===== src/rtl/osd_bitmap_writer.sv =====
// Packs the 1-bit OSD pixel stream into bytes and read-modify-writes each
// finished byte into the bitmap RAM, preserving bits that were not touched.
module osd_bitmap_writer #(
    parameter int SCREEN_WIDTH      = 1920,
    parameter int SCREEN_HEIGHT     = 1080,
    parameter int BITMAP_ADDR_WIDTH = 18
) (
    input  logic                         clk,
    input  logic                         resetn,
    input  logic                         s_pixel_data,
    input  logic                         s_pixel_valid,
    output logic                         s_pixel_ready,
    input  logic [10:0]                  s_pixel_posX,
    input  logic [10:0]                  s_pixel_posY,
    input  logic                         s_flush,
    output logic [BITMAP_ADDR_WIDTH-1:0] ram_addr,
    output logic                         ram_rd_en,
    input  logic [7:0]                   ram_dout,
    output logic [7:0]                   ram_din,
    output logic                         ram_we,
    output logic                         busy
);

    localparam int          BYTES_PER_LINE = SCREEN_WIDTH / 8;
    localparam logic [31:0] WIDTH_LIMIT    = 32'(SCREEN_WIDTH);
    localparam logic [31:0] HEIGHT_LIMIT   = 32'(SCREEN_HEIGHT);

    typedef enum logic [1:0] {IDLE, ACCUM, RD, WR} state_t;

    state_t                         state_q, state_d;
    logic [BITMAP_ADDR_WIDTH-1:0]   pend_addr_q, pend_addr_d;
    logic [BITMAP_ADDR_WIDTH-1:0]   ram_addr_q, ram_addr_d;
    logic [7:0]                     pend_bits_q, pend_bits_d;
    logic [7:0]                     pend_mask_q, pend_mask_d;

    logic [BITMAP_ADDR_WIDTH-1:0]   in_addr;
    logic [7:0]                     in_onehot;
    logic                           in_range;
    logic                           same_addr;
    logic                           accept;

    // Truncating the operands first is equivalent to truncating the sum.
    always_comb begin
        in_addr   = BITMAP_ADDR_WIDTH'(s_pixel_posY) * BITMAP_ADDR_WIDTH'(BYTES_PER_LINE)
                  + BITMAP_ADDR_WIDTH'(s_pixel_posX[10:3]);
        in_onehot = 8'b1 << s_pixel_posX[2:0];
        in_range  = ({21'd0, s_pixel_posX} < WIDTH_LIMIT) &&
                    ({21'd0, s_pixel_posY} < HEIGHT_LIMIT);
        same_addr = (in_addr == pend_addr_q);
    end

    always_comb begin
        s_pixel_ready = 1'b0;
        if (resetn) begin
            case (state_q)
                IDLE:    s_pixel_ready = 1'b1;
                ACCUM:   s_pixel_ready = !s_flush && (same_addr || !in_range);
                default: s_pixel_ready = 1'b0;
            endcase
        end
    end

    assign accept = s_pixel_valid && s_pixel_ready;

    always_comb begin
        state_d     = state_q;
        pend_addr_d = pend_addr_q;
        pend_bits_d = pend_bits_q;
        pend_mask_d = pend_mask_q;
        ram_addr_d  = ram_addr_q;
        case (state_q)
            IDLE: begin
                if (accept && in_range) begin
                    state_d     = ACCUM;
                    pend_addr_d = in_addr;
                    pend_mask_d = in_onehot;
                    pend_bits_d = s_pixel_data ? in_onehot : 8'h00;
                end
            end
            ACCUM: begin
                // A pixel for another byte waits here until the write-back completes.
                if (s_flush || (s_pixel_valid && in_range && !same_addr)) begin
                    state_d    = RD;
                    ram_addr_d = pend_addr_q;
                end else if (accept && in_range) begin
                    pend_mask_d = pend_mask_q | in_onehot;
                    pend_bits_d = (pend_bits_q & ~in_onehot) |
                                  (s_pixel_data ? in_onehot : 8'h00);
                end
            end
            RD: state_d = WR;
            WR: begin
                state_d     = IDLE;
                pend_bits_d = 8'h00;
                pend_mask_d = 8'h00;
            end
            default: state_d = IDLE;
        endcase
    end

    always_ff @(posedge clk or negedge resetn) begin
        if (!resetn) begin
            state_q     <= IDLE;
            pend_addr_q <= '0;
            pend_bits_q <= 8'h00;
            pend_mask_q <= 8'h00;
            ram_addr_q  <= '0;
        end else begin
            state_q     <= state_d;
            pend_addr_q <= pend_addr_d;
            pend_bits_q <= pend_bits_d;
            pend_mask_q <= pend_mask_d;
            ram_addr_q  <= ram_addr_d;
        end
    end

    // RAM read data arrives during WR, so the merge has to be combinational there.
    assign ram_addr  = ram_addr_q;
    assign ram_rd_en = (state_q == RD);
    assign ram_we    = (state_q == WR);
    assign busy      = (state_q != IDLE);
    assign ram_din   = ram_we ? ((ram_dout & ~pend_mask_q) | (pend_bits_q & pend_mask_q)) : 8'h00;

endmodule

===== config.mk =====
export PLATFORM = sky130hd
export DESIGN_NAME = osd_bitmap_writer
export DESIGN_NICKNAME = d
export VERILOG_FILES = /design/src/rtl/osd_bitmap_writer.sv
export SDC_FILE = /design/constraint.sdc
export NUM_CORES = 1
export LEC_CHECK = 0
export ABC_AREA = 1
export CAP_MARGIN = 20
export CORE_UTILIZATION = 51
export DETAILED_ROUTE_END_ITERATION = 7
export PLACE_DENSITY_LB_ADDON = 0.15
export SLEW_MARGIN = 10
export SYNTH_ARGS = -nofsm -noshare
export SYNTH_HDL_FRONTEND = slang
export SYNTH_SLANG_ARGS = --single-unit
export TNS_END_PERCENT = 1

===== constraint.sdc =====
create_clock -name clk -period 3.7 [get_ports clk]
set_input_delay 0.37 -clock clk [delete_from_list [all_inputs] [get_ports clk]]
set_output_delay 0.37 -clock clk [all_outputs]
set_load 0.05 [all_outputs]

Cells colored by class:
(4 px per um)
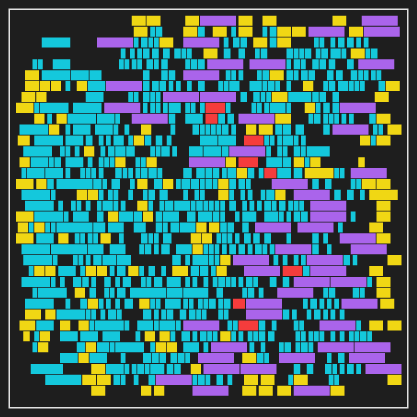
color	class	cells	share of their area
purple	registers	54	22%
cyan	remaining logic cells	625	57%
red	clock drivers and dummy loads	8	1.5%
yellow	remaining buffers and delay cells	134	19%

Layout detail:
Region (12, 62) to (37, 87) um. Cells in gray, sequential cells in the stronger gray; small squares are vias.
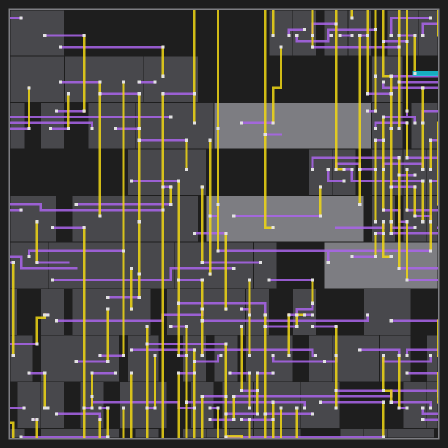
color	layer
yellow	M2
purple	M1
cyan	M3
cells with their middle in the window	53
sequential cells in the window	3
netlist names of flops here include	`pend_bits_q` (2), `pend_mask_q` (1)
most frequent	nand2_1 (14), inv_1 (8), ha_1 (8)

Routing congestion map:
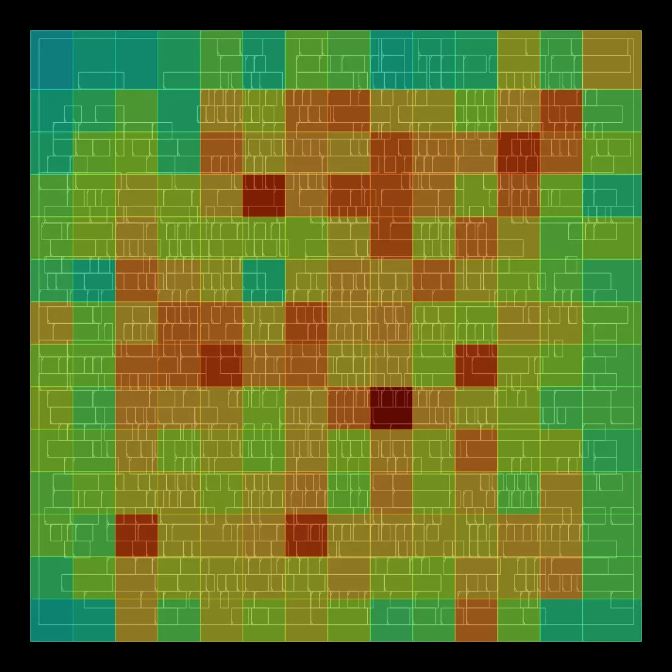
met1 usage in global routing: 33.1%
per-cell routed wire length: 12.4 um

Metal 1:
(4 px per um)
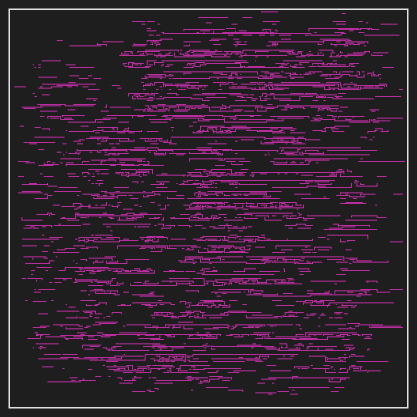
nets with wire on the layer	820
main direction	horizontal
longest straight run	36.8 um
wire length on this layer	5340 um
share of all routed wire	46%

==> summary.txt <==
yosys + openroad results -> post-DR vias/cell approximately 5.1, Clock Skews around 11 ps, cell count in the Yosys report 692, R2R cell count 20, Layout Nets 905, GRT Util Overall about a quarter, worst vdd ir approximately 330 uV, Worst Path Arrival about 4000 ps, RSZ-0062 raised after global routing true, Setup violations, final 37, Crit Path Max Fanout 4, Die ar. 9850 um2, post-route DRC violation count 0, Post-Place Worst Slack -1160 ps, YS chip area a little under 5000 um2, FP Rows 35, Detail Route Antenna Nets 0, Setup crit start kind primary input, fin crit period approximately 4400 ps, Worst R2R Setup Slack 1120 ps, Post-Route WL roughly 12000 um, total negative slack -16350 ps, Leak between 3 and 4 nW, clock-pin slew on the worst setup and hold paths 110 ps, violated checks setup timing, Crit path required time 3330 ps, CP most frequent cell nand2_1, endpoints failing hold 0, Post-Syn Nets between 700 and 800, Pre-Place Util 52.5%, final slew viol count 0, Synth area leaders dfrtp_1 28%, nand2_1 16%, fa_1 8.3%, hold_ws ~240 ps, Mean Syn Cell Area approximately 7.0 um2, Power, Total about 0.0047 W, drt pass-1 iters 5, setup slack after layout -749 ps, GRT Residual Overflow 0, Seq share, synth approximately 28%, Reg-to-Reg Start pend_addr_q[1], f_max around 220 MHz, Longest Clk Path Bufs 2, Placed Cells incl. Taps just over 900, layout cells sized above 1 ~20%, largest net degree at the start of global routing approximately 55, Worst Setup EP s_pixel_ready, Post-Synthesis Cell Area 4820 um2, hold_buf cts 0, Critical Path Source s_pixel_posY[8], Tool Warnings around 40, CTS tree built, RePlAce Congestion between 0.8 and 0.9, Die Width slightly below 100 um, cell type with the largest total area dfrtp_1, number of max-cap violations 0, yosys warns 0, vias in the first global route around 4500, Placed Area roughly 6000 um2, Core Util, Final 69.1%, Worst Setup End Kind output pin, drt initial violations between 200 and 300, area growth from synthesis to layout 31.6%, Post-DP HPWL a little under 9000 um, TritonCTS Buffers 5, flops & latches, synth 54, fin area around 6400 um2, diodes inserted 0, worst slew pin tran 686 ps, core area roughly 9200 um2, crit-path max cell delay between 500 and 600 ps, Max-area cell share between 20 and 30%, status finished, violations left, Clock Latency Late Sink approximately 320 ps, PwrDens roughly 740 nW/um2, most instantiated logic cell after routing nand2_1, Clock Tree Root clkbuf_8, Cells after Synth slightly below 700, post-layout period usage 120%, Sink Count approximately 54
## Yosys cell counts, drive strengths merged
cell	instances
o21ai	61
nor2	45
nand4	7
ha	30
clkinv	3
a221oi	2
o21bai	3
buf	6
dfrtp	54
nand3b	1
or2	1
nand2	222
nand3	71
a21oi	29
xor2	1
nor3	8
fa	20
a31oi	1
a41oi	1
inv	115
o211ai	3
o31ai	1
clkbuf	7
## critical path, delay by kind of cell
family	cells	cell delay, ps
buffers and inverters	7	1130
adders and majority gates	3	1290
AOI/OAI and AO/OA	1	160
and+or+nand+nor	13	1130
## final cells by class
| cell class | count | area, um2 |
|---|---|---|
| multi-input combinational | 507 | 3120 |
| fill | 814 | 2850 |
| sequential | 54 | 1350 |
| timing repair buffer | 134 | 1200 |
| inverter | 118 | 443 |
| tap | 111 | 139 |
| clock buffer | 5 | 68.8 |
| clock inverter | 3 | 26.3 |
## routing by layer
metal	GRT usage, %	wire length, um	vias to the layer above
met1	33.1	5340	2207
met2	41.9	5760	104
li1	-	-	2455
met4	4.98	86	0
met3	1.34	328	7
met5	0	0	-
## kinds of logic (layout without fill, tap and decap cells)
logic type      count (synthesis)  after routing  synth area share (%)
xor+xnor                        1              1                 0.182
buf+inv                       131            260                  10.7
fa+ha+maj                      50             50                  16.1
compound gates                101            101                  11.4
flops                          54             54                  28.0
simple gates                  355            355                  33.7
## what timing repair did
item / in CTS / in global routing
setup buffers: 6 / 8
gates cloned: 0 / 0
endpoints found under the setup margin: 37 / 37
resized: 38 / 29
pin swaps: 20 / 26
## where the power goes
part	total [W]	switching [W]	internal (W)
Sequential	0.00101	0.000168	0.000845
Clock	0.000358	0.000218	0.000140
Combinational	0.00331	0.00206	0.00125
No activity file was given, so power comes from the tool's default toggle rates.
